**src/rtl/arch_defs_pkg.sv**
```systemverilog
// Shared architectural definitions for the program-counter sequencer.
package arch_defs_pkg;

  // Default program-counter width used by the sequencer.
  localparam int ADDR_WIDTH = 8;

  // Branch operation encoding carried on branch_op.
  typedef enum logic [2:0] {
    BR_JMP  = 3'd0,
    BR_JZ   = 3'd1,
    BR_JNZ  = 3'd2,
    BR_JC   = 3'd3,
    BR_JNC  = 3'd4,
    BR_JN   = 3'd5,
    BR_CALL = 3'd6,
    BR_RET  = 3'd7
  } branch_op_t;

  // Sequencer operating states; HALTED and FAULT are only left through reset.
  typedef enum logic [1:0] {
    ST_RUN    = 2'd0,
    ST_HALTED = 2'd1,
    ST_FAULT  = 2'd2
  } seq_state_t;

  // True when the branch condition is satisfied by the sampled flags.
  // CALL and RET are unconditional; their stack checks are done by the caller.
  function automatic logic br_cond(branch_op_t op, logic z, logic c, logic n);
    logic res;
    res = 1'b0;
    case (op)
      BR_JMP:  res = 1'b1;
      BR_JZ:   res = z;
      BR_JNZ:  res = ~z;
      BR_JC:   res = c;
      BR_JNC:  res = ~c;
      BR_JN:   res = n;
      BR_CALL: res = 1'b1;
      BR_RET:  res = 1'b1;
      default: res = 1'b0;
    endcase
    return res;
  endfunction

endpackage

```
**src/rtl/lifo_stack.sv**
```systemverilog
// Return-address LIFO. Storage is not reset; only the occupancy level is.
module lifo_stack #(
  parameter int WIDTH = 8,
  parameter int DEPTH = 4
) (
  input  logic                       clk,
  input  logic                       reset,
  input  logic                       push,
  input  logic                       pop,
  input  logic [WIDTH-1:0]           din,
  output logic [WIDTH-1:0]           dout,
  output logic                       full,
  output logic                       empty,
  output logic [$clog2(DEPTH+1)-1:0] level
);

  localparam int LW    = $clog2(DEPTH+1);
  // Storage sized to a power of two so the level-based index is always in range.
  localparam int MEM_N = 1 << LW;

  logic [WIDTH-1:0] mem [MEM_N];

  assign full  = (level == LW'(DEPTH));
  assign empty = (level == '0);
  // Top of stack; contents are meaningless while empty.
  assign dout  = mem[level - LW'(1)];

  // Write the pushed entry at the current level.
  always_ff @(posedge clk) begin
    if (push && !full) mem[level] <= din;
  end

  // Track occupancy; push wins if both are requested, overflow/underflow ignored.
  always_ff @(posedge clk or posedge reset) begin
    if (reset)                level <= '0;
    else if (push && !full)   level <= level + LW'(1);
    else if (pop && !empty)   level <= level - LW'(1);
  end

endmodule

```
**src/rtl/pc_sequencer.sv**
```systemverilog
// Program-counter sequencer with conditional branches, call/return stack,
// halt and sticky stack-fault handling.
module pc_sequencer #(
  parameter int ADDR_WIDTH   = arch_defs_pkg::ADDR_WIDTH,
  parameter int STACK_DEPTH  = 4,
  parameter int RESET_VECTOR = 0
) (
  input  logic                             clk,
  input  logic                             reset,
  input  logic                             pc_inc,
  input  logic                             branch_req,
  input  arch_defs_pkg::branch_op_t        branch_op,
  input  logic [ADDR_WIDTH-1:0]            target,
  input  logic                             flag_z,
  input  logic                             flag_c,
  input  logic                             flag_n,
  input  logic                             halt_req,
  output logic [ADDR_WIDTH-1:0]            pc_out,
  output logic                             taken,
  output logic                             halted,
  output logic                             stack_err,
  output logic [$clog2(STACK_DEPTH+1)-1:0] sp_level
);

  import arch_defs_pkg::*;

  localparam logic [ADDR_WIDTH-1:0] RV = ADDR_WIDTH'(RESET_VECTOR);

  seq_state_t            state, state_nxt;
  logic [ADDR_WIDTH-1:0] pc_nxt, pc_plus1, stk_top;
  logic                  taken_nxt, push, pop, stk_full, stk_empty;

  assign pc_plus1 = pc_out + ADDR_WIDTH'(1);

  lifo_stack #(
    .WIDTH (ADDR_WIDTH),
    .DEPTH (STACK_DEPTH)
  ) u_stack (
    .clk   (clk),
    .reset (reset),
    .push  (push),
    .pop   (pop),
    .din   (pc_plus1),
    .dout  (stk_top),
    .full  (stk_full),
    .empty (stk_empty),
    .level (sp_level)
  );

  // State, PC and taken pulse registers.
  always_ff @(posedge clk or posedge reset) begin
    if (reset) begin
      state  <= ST_RUN;
      pc_out <= RV;
      taken  <= 1'b0;
    end else begin
      state  <= state_nxt;
      pc_out <= pc_nxt;
      taken  <= taken_nxt;
    end
  end

  // Next-state / next-PC: halt > branch > increment > hold while running.
  always_comb begin
    state_nxt = state;
    pc_nxt    = pc_out;
    taken_nxt = 1'b0;
    push      = 1'b0;
    pop       = 1'b0;
    if (state == ST_RUN) begin
      if (halt_req) begin
        state_nxt = ST_HALTED;
      end else if (branch_req) begin
        case (branch_op)
          BR_CALL: begin
            if (stk_full) begin
              state_nxt = ST_FAULT;
            end else begin
              push      = 1'b1;
              pc_nxt    = target;
              taken_nxt = 1'b1;
            end
          end
          BR_RET: begin
            if (stk_empty) begin
              state_nxt = ST_FAULT;
            end else begin
              pop       = 1'b1;
              pc_nxt    = stk_top;
              taken_nxt = 1'b1;
            end
          end
          default: begin
            if (br_cond(branch_op, flag_z, flag_c, flag_n)) begin
              pc_nxt    = target;
              taken_nxt = 1'b1;
            end else if (pc_inc) begin
              pc_nxt = pc_plus1;
            end
          end
        endcase
      end else if (pc_inc) begin
        pc_nxt = pc_plus1;
      end
    end
  end

  assign halted    = (state == ST_HALTED);
  assign stack_err = (state == ST_FAULT);

endmodule

```
**config.mk**
```make
export PLATFORM = sky130hd
export DESIGN_NAME = pc_sequencer
export DESIGN_NICKNAME = d
export VERILOG_FILES = /design/src/rtl/arch_defs_pkg.sv /design/src/rtl/lifo_stack.sv /design/src/rtl/pc_sequencer.sv
export SDC_FILE = /design/constraint.sdc
export NUM_CORES = 1
export LEC_CHECK = 0
export CAP_MARGIN = 10
export CORE_UTILIZATION = 60
export CTS_BUF_LIST = sky130_fd_sc_hd__clkbuf_4 sky130_fd_sc_hd__clkbuf_8
export DETAILED_ROUTE_END_ITERATION = 16
export PLACE_DENSITY = 0.82
export SYNTH_ARGS = -nofsm -noshare
export SYNTH_HDL_FRONTEND = slang
export SYNTH_SLANG_ARGS = --single-unit
```
**constraint.sdc**
```tcl
create_clock -name clk -period 3.05 [get_ports clk]
set_input_delay 0.61 -clock clk [delete_from_list [all_inputs] [get_ports clk]]
set_output_delay 0.61 -clock clk [all_outputs]
set_load 0.1 [all_outputs]
```
==> flow_summary.toml, run 1 <==
# implementation run metrics
[finish]
most-common-layout-cells = "edfxtp_1 (64), buf_4 (39), nor2_1 (19)"
final-nonclk-buf-share_pct = 10.3
regArea_mm2 = 0.00228
stdcell_area_mm2 = 0.00461
non_clock_buffer_count = 57

[logic_synthesis]
synthFlopType = "edfxtp_1"
synthAdderAreaFrac_pct = 1.27
ys_cells = 297
ys_sh_mux_pct = 10.6
ys_sh_aoi_pct = 10.8
ys_seq_share_pct = 57.8
synth_top_area_share_pct = 48.9
xor_area_share_pct = 4.04
largest_area_cell = "edfxtp_1"
area_leaders = "edfxtp_1 (49%), dfrtp_1 (8.9%), mux4_2 (8.0%)"

[global_routing]
busiest_layer = "met2"
grt_pass1_vias = 2722

[power]
power_switching_mw = 0.486
clock_power_share_pct = 37.3
p_int_mw = 1.59
pwr-share-seq_pct = 55.3
p_leak_nw = 1.64
comb_cell_power_mw = 0.153

[status]
outcome = "finished, final reports clean"

[flow_run]
cap_viol_max_count = 0
tool_warnings = 28

[clock_tree]
root_buffer = "clkbuf_8"
clockBufferDepth = 2

[placed_design]
dp_cells = 412

[critical_path]
endpoint_kind = "flip-flop"
startpoint_type = "flip-flop"
critPathArrivalTime_ns = 2.81
cp_cell_sequence = "inv_1, ha_1, mux4_2, mux2i_1, nor2_1, a211oi_1, a21oi_1"
slowest_stage = "ha_1"
r2r-start = "u_stack.level[1]$_DFFE_PP0P_"
rr_endpoint = "pc_out[4]$_DFFE_PP0P_"

[routing]
wl_met1_mm = 3.92
drt-total-wl_mm = 9.27

[hold_path]
min_to = "state[0]$_DFFE_PP0P_"

[timing]
maxSlewViolCount = 0
relSlewSlack_pct = 37.8
hold_violations = 0
**Run 1: clock routing**

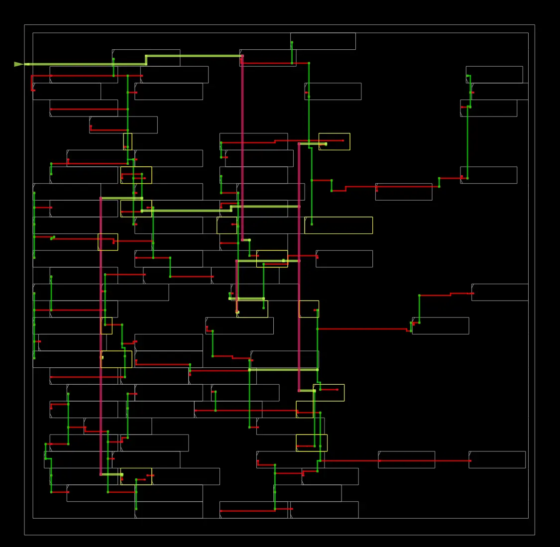
clk sink count: 78
flip-flops: 78
total CTS buffers: 9
# clk buffers: 9
clock distribution power: 0.774 mW

**Run 1: power grid**

(4 px per um) Pins as bars on the die edge.
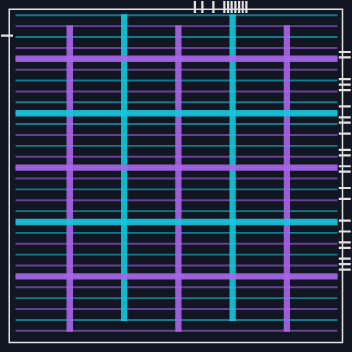
| color | net |
|---|---|
| purple | VSS |
| cyan | VDD |
signal pins: 33
rows: 29
met5 straps: 5
met4 straps: 5
Die Height: 82.9 um
Worst VDD drop: 0.402 mV
core region area: 0.00635 mm^2
DIE WIDTH: 82.9 um

**Run 1: logic cells by family**

(3 px per um)
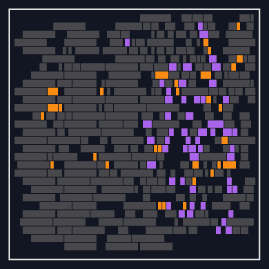
| color | family | cells |
|---|---|---|
| orange | nor cells | 30 |
| purple | aoi and oai cells | 53 |
Post-Layout Cell Count: 428
Comb area share: 33.2%
Top cell excl fill/tap: edfxtp_1

**Run 1: clock distribution**

(3 px per um)
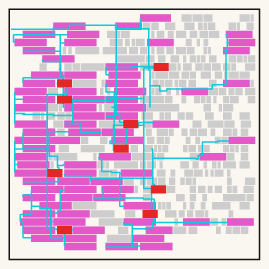
[cyan] clock wires | length: 897 um
[magenta] flip-flops | count: 78
[red] clock-net drivers | count: 9
flops lie: widely spread
Worst Clk Skew: 0.0143 ns
clk_lat worst skew: 0.36 ns

**Run 1: metal layers overlaid**

(6 px per um)
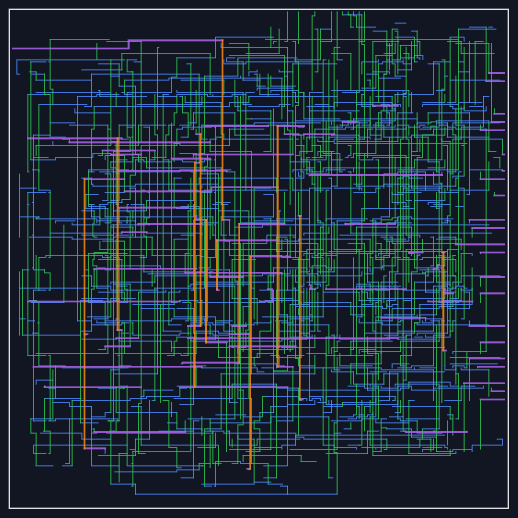

==> run 1 -> run 2 <==
==> constraint.sdc (replaced) <==
create_clock -name clk -period 2.6 [get_ports clk]
set_input_delay 0.52 -clock clk [delete_from_list [all_inputs] [get_ports clk]]
set_output_delay 0.52 -clock clk [all_outputs]
set_load 0.1 [all_outputs]
**Run 2: metal layers overlaid**

(6 px per um)
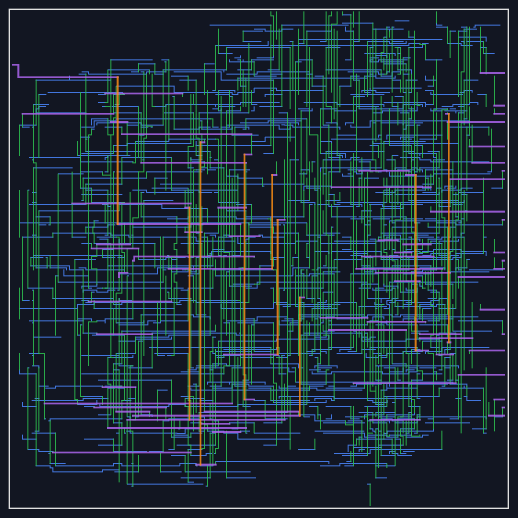
| color | layer | wire length |
|---|---|---|
| purple | M3 | 655 um |
| orange | M4 | 280 um |
| blue | M1 | 3,800 um |
| green | M2 | 4,370 um |

==> run 2 against run 1 <==
Critical path type is now primary input to flip-flop; clock skew fell by 0.0017 ns; via count grew 0.40%; area after synthesis stayed put; largest cell class unchanged; flip-flop count stayed put; largest power group unchanged.
==> flow_summary.toml, run 2 <==
# implementation run metrics
[placed_design]
dp_cells = 421

[logic_synthesis]
synthFlopType = "edfxtp_1"
ys_seq_share_pct = 57.8
largest_area_cell = "edfxtp_1"
area_leaders = "edfxtp_1 (49%), dfrtp_1 (8.9%), mux4_2 (8.0%)"
ys_sh_mux_pct = 10.6
synth_top_area_share_pct = 48.9

[critical_path]
r2r-start = "u_stack.level[0]$_DFFE_PP0P_"
rr_endpoint = "pc_out[6]$_DFFE_PP0P_"
cp_cell_sequence = "clkdlybuf4s50_1, or4b_1, nor4_2, buf_4, nand2_1, nor3_2, buf_4"
slowest_stage = "or4b_1"
endpoint_kind = "flip-flop"

[clock_tree]
cts.sinks = 78
clock.latency.late_pin_ns = 0.34
cts_buffers = 9
clockBufferDepth = 2

[finish]
most-common-layout-cells = "edfxtp_1 (64), buf_4 (48), nor2_1 (19)"
regArea_mm2 = 0.00228
comb_share_pct = 33.0
stdcell_area_mm2 = 0.00467
n_clock_buffer = 9
non_clock_buffer_count = 66
fin_cells = 437

[timing]
relSlewSlack_pct = 58.3
skew_ns = 0.0125
maxSlewViolCount = 0
hold_violations = 0

[flow_run]
cap_viol_max_count = 0
tool_warnings = 29

[power]
pg_clk_mw = 0.795
pwr-share-seq_pct = 57.8
power_switching_mw = 0.558
vdd_drop_max_mv = 0.436
clock_power_share_pct = 34.1
p_leak_nw = 1.67

[routing]
wl_met1_mm = 3.80
drt-total-wl_mm = 9.10

[global_routing]
grt_pass1_vias = 2702
busiest_layer = "met2"

[die]
die_h_um = 82.9

[status]
outcome = "finished, final reports clean"
No activity file was given, so power comes from the tool's default toggle rates.
